File: src/rtl/ahb_spi_master.sv
// ahb_spi_master
//   Single-register AHB-lite SPI master (mode 0, MSB first). Each accepted
//   write runs one 8-bit full-duplex transfer. Reads return status and the
//   last received byte with zero wait states.
//
// Parameters
//   CLK_DIV     SCK half-period in HCLK cycles (>= 1)
//
// Ports
//   HCLK        system clock, rising edge
//   HRESETn     asynchronous active-low reset
//   SPI_SEL     data-phase select for this slave
//   HWRITE      address-phase write flag (muxed)
//   HWDATA      data-phase write data, only [7:0] used
//   HRDATA_SPI  {21'b0, ovr, rxv, busy, rx_data[7:0]}
//   SPI_SCK     serial clock, idle low
//   SPI_MOSI    serial data out
//   SPI_MISO    serial data in
//   SPI_CS_N    chip select, active low
//   SPI_IRQ     one-cycle pulse in the last busy cycle of a transfer
//
// state    | meaning
// ---------+---------------------------------------------------------
// ST_IDLE  | CS_N high, SCK low, waiting for a write
// ST_SETUP | CS_N low, first MOSI bit presented, one half-period
// ST_SHIFT | 16 half-periods, SCK toggles at the end of each one
// ST_HOLD  | SCK low, CS_N still low, one half-period; exit completes

module ahb_spi_master #(
  parameter int CLK_DIV = 4
) (
  input  logic        HCLK,
  input  logic        HRESETn,
  input  logic        SPI_SEL,
  input  logic        HWRITE,
  input  logic [31:0] HWDATA,
  output logic [31:0] HRDATA_SPI,
  output logic        SPI_SCK,
  output logic        SPI_MOSI,
  input  logic        SPI_MISO,
  output logic        SPI_CS_N,
  output logic        SPI_IRQ
);

  localparam int DIV_W = (CLK_DIV > 1) ? $clog2(CLK_DIV) : 1;
  localparam logic [DIV_W-1:0] DIV_LOAD = DIV_W'(CLK_DIV - 1);

  typedef enum logic [1:0] {
    ST_IDLE,
    ST_SETUP,
    ST_SHIFT,
    ST_HOLD
  } state_t;

  state_t           state_q, state_d;
  logic [DIV_W-1:0] div_q;
  logic [3:0]       hp_q;
  logic [7:0]       tx_q;
  logic [7:0]       rx_sh_q;
  logic [7:0]       rx_data_q;
  logic             sck_q;
  logic             rxv_q;
  logic             ovr_q;
  logic             hwrite_q;

  logic wr, rd, tick, busy, cs_n, done, accept;

  logic unused_hwdata;
  assign unused_hwdata = ^HWDATA[31:8];

  assign wr     = SPI_SEL & hwrite_q;
  assign rd     = SPI_SEL & ~hwrite_q;
  assign tick   = (div_q == '0);
  assign accept = wr & ~busy;

  always_ff @(posedge HCLK or negedge HRESETn) begin
    if (!HRESETn) state_q <= ST_IDLE;
    else          state_q <= state_d;
  end

  always_comb begin
    state_d = state_q;
    busy    = 1'b1;
    cs_n    = 1'b0;
    done    = 1'b0;
    case (state_q)
      ST_IDLE: begin
        busy = 1'b0;
        cs_n = 1'b1;
        if (wr) state_d = ST_SETUP;
      end
      ST_SETUP: begin
        if (tick) state_d = ST_SHIFT;
      end
      ST_SHIFT: begin
        if (tick && hp_q == 4'd0) state_d = ST_HOLD;
      end
      ST_HOLD: begin
        if (tick) begin
          done    = 1'b1;
          state_d = ST_IDLE;
        end
      end
      default: begin
        busy    = 1'b0;
        cs_n    = 1'b1;
        state_d = ST_IDLE;
      end
    endcase
  end

  // Divider reloads on acceptance and on every terminal count, so each
  // state step lasts exactly CLK_DIV cycles.
  always_ff @(posedge HCLK or negedge HRESETn) begin
    if (!HRESETn) begin
      hwrite_q <= 1'b0;
      div_q    <= '0;
      hp_q     <= 4'd0;
      tx_q     <= 8'h00;
      rx_sh_q  <= 8'h00;
      sck_q    <= 1'b0;
    end else begin
      hwrite_q <= HWRITE;
      if (accept) begin
        div_q <= DIV_LOAD;
        tx_q  <= HWDATA[7:0];
      end else if (busy) begin
        div_q <= tick ? DIV_LOAD : div_q - 1'b1;
      end
      if (state_q == ST_SETUP && tick) hp_q <= 4'd15;
      // SCK toggles at the end of each shift half-period; the 16th toggle
      // (the 8th falling edge) coincides with entry into HOLD.
      if (state_q == ST_SHIFT && tick) begin
        hp_q  <= hp_q - 4'd1;
        sck_q <= ~sck_q;
        if (!sck_q) rx_sh_q <= {rx_sh_q[6:0], SPI_MISO};
        else        tx_q    <= {tx_q[6:0], 1'b0};
      end
    end
  end

  // Status flags: set has priority over the read-clear.
  always_ff @(posedge HCLK or negedge HRESETn) begin
    if (!HRESETn) begin
      rx_data_q <= 8'h00;
      rxv_q     <= 1'b0;
      ovr_q     <= 1'b0;
    end else begin
      if (done) rx_data_q <= rx_sh_q;
      if (done)    rxv_q <= 1'b1;
      else if (rd) rxv_q <= 1'b0;
      if ((wr && busy) || (done && rxv_q)) ovr_q <= 1'b1;
      else if (rd)                         ovr_q <= 1'b0;
    end
  end

  assign HRDATA_SPI = {21'b0, ovr_q, rxv_q, busy, rx_data_q};
  assign SPI_SCK    = sck_q;
  assign SPI_MOSI   = tx_q[7];
  assign SPI_CS_N   = cs_n;
  assign SPI_IRQ    = done;

endmodule

File: config.mk
export PLATFORM = sky130hd
export DESIGN_NAME = ahb_spi_master
export DESIGN_NICKNAME = d
export VERILOG_FILES = /design/src/rtl/ahb_spi_master.sv
export SDC_FILE = /design/constraint.sdc
export NUM_CORES = 1
export LEC_CHECK = 0
export CORE_UTILIZATION = 43
export CTS_BUF_LIST = sky130_fd_sc_hd__clkbuf_16
export DETAILED_ROUTE_END_ITERATION = 6
export PLACE_DENSITY = 0.8
export SYNTH_ARGS = -nofsm -noshare
export SYNTH_HDL_FRONTEND = slang
export SYNTH_SLANG_ARGS = --single-unit
File: constraint.sdc
create_clock -name HCLK -period 2.1 [get_ports HCLK]
set_input_delay 0.315 -clock HCLK [delete_from_list [all_inputs] [get_ports HCLK]]
set_output_delay 0.315 -clock HCLK [all_outputs]
set_load 0.02 [all_outputs]
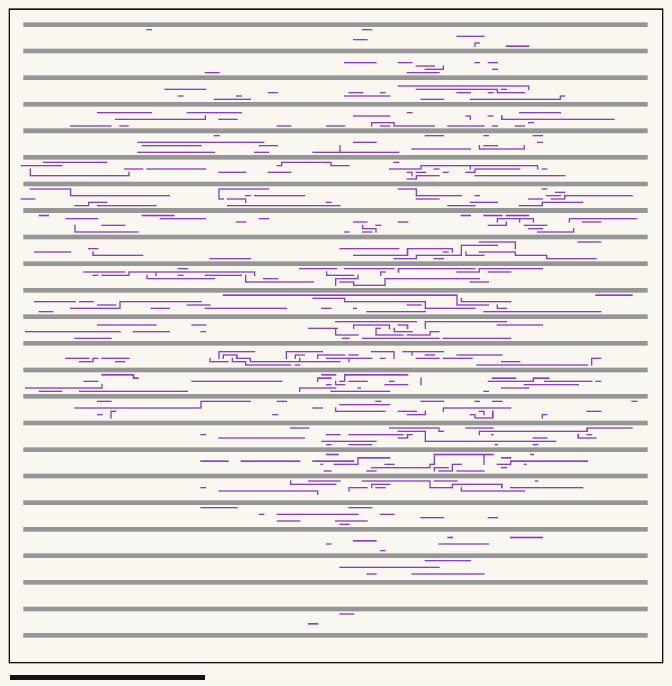
(images/met1.png)
Bar = 20 um. Supply wires on this layer in grey.
wire length on this layer = 1260 um
share of all routed wire = 46%
detailed-route via count: 1125
global routing usage on met1: 0.1708
DRT Wirelength: 2.764 mm

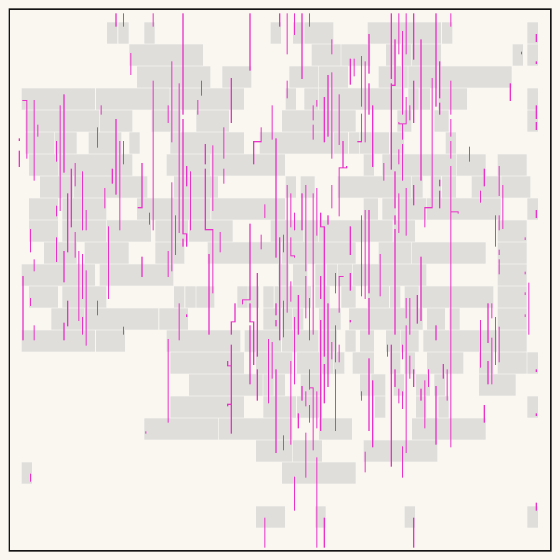
(images/met2.png)
main direction = vertical
wire length on this layer = 1260 um
longest straight run = 34.7 um
share of all routed wire = 46%
met2 Resource Use GR: 0.2260

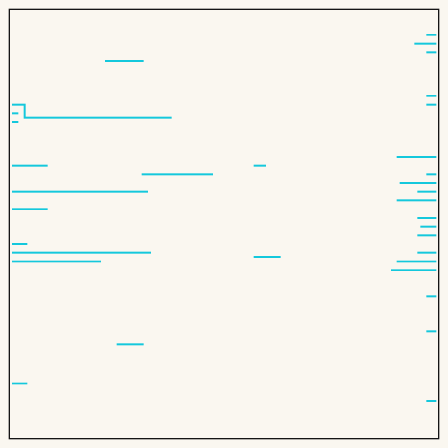
(images/met3.png)
share of all routed wire = 6.5%
nets with wire on the layer = 30
longest straight run = 22.8 um
main direction = horizontal
wire length on this layer = 181 um

==> ci_impl_report.md <==
## Synthesis and layout report

| Metric | Value |
|---|---|
| Outcome | completed |
| CTS Sinks | 36 |
| RSZ-0062 raised after global routing | no |
| Crit. path cell count | 3 |
| Busiest grt layer | met2 |
| Pwr Total | 2909 uW |
| Avg Cell Area, Syn | 11.21 um2 |
| VDD IR-drop max | 0.6230 mV |
| Top cell excl fill/tap | dfrtp_1 |
| CP Launch Type | flop |
| Bufs w/o clock | 31 |
| Post_cts resized | 0 |
| Seq cells | 36 |
| CP Class | flop to output port |
| Worst Path Required | 1.78 ns |
| Port Buffers | 27 |
| Mapped Area | 1804 um2 |
| Synth warnings | 0 |
| Initial Utilization | 0.4510 |
| Dominant flop cell | dfrtp_1 |
| Sequential cell area | 900.9 um2 |
| Antenna fix cells | 0 |
| Mux frac, synth | 0.1671 |
| OpenROAD warning count | 54 |
| TritonRoute pass-1 iters | 4 |
| EDFF count, synth | 0 |
| Seq pwr | 1140 uW |
| Clock-cell share | 0.06185 |
| Comb/total area | 0.3376 |
| Post-synth cell types | 29 |
| Hold Buf Count CTS | 0 |
| Ys cells | 161 |
| Cells after Synth | 161 |
| Clock power share | 0.232 |
| Layout Cells excl Fill | 240 |
| Highest routed metal layer | met4 |
| Cell chain of the critical path | inv_1 > ha_1 > clkdlybuf4s50_1 |
| Gr ovfl total | 0 |
| Combinational cell power | 1100 uW |
| Xor/xnor share | 0 |
| Slowest CP cell | clkdlybuf4s50_1 |
| Full die area | 4459 um2 |
| Final worst slack | 0.09771 ns |
| Initial antenna violation count | 0 |
| Hold slack | 0.4508 ns |
| TAP cells | 50 |
| Area leader, netlist | dfrtp_1 |
| Leakage | 0.001118 uW |
| Most common cell in the synthesized netlist | dfrtp_1 |
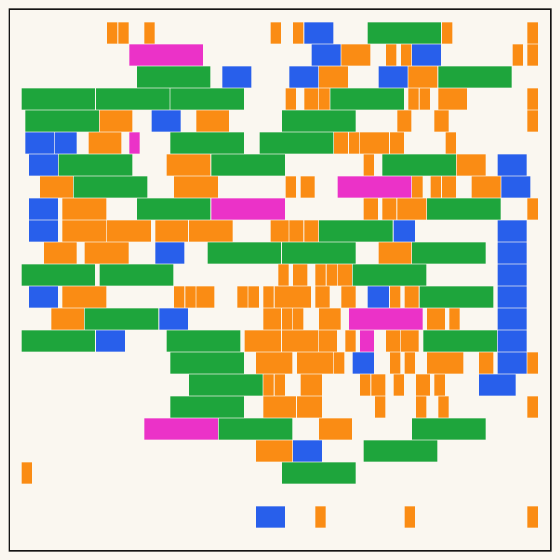
(images/cell_classes.png)
other buffers and delay cells -> blue  # cells 31
flip-flops -> green  # cells 36
clock drivers and dummy loads -> magenta  # cells 7
all other logic -> orange  # cells 116
core area: 4000 um2
final non-filler cell area: 2165 um2
sequential share of cell area: 0.4162
fin util: 0.5411

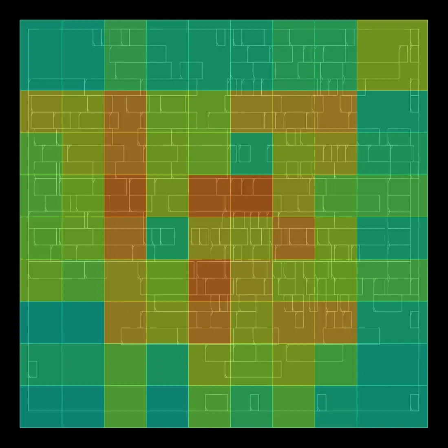
(images/final_congestion.png)
DR WL/cell: 11.52 um
Total GRT Usage: 0.1429

No activity file was given, so power comes from the tool's default toggle rates.
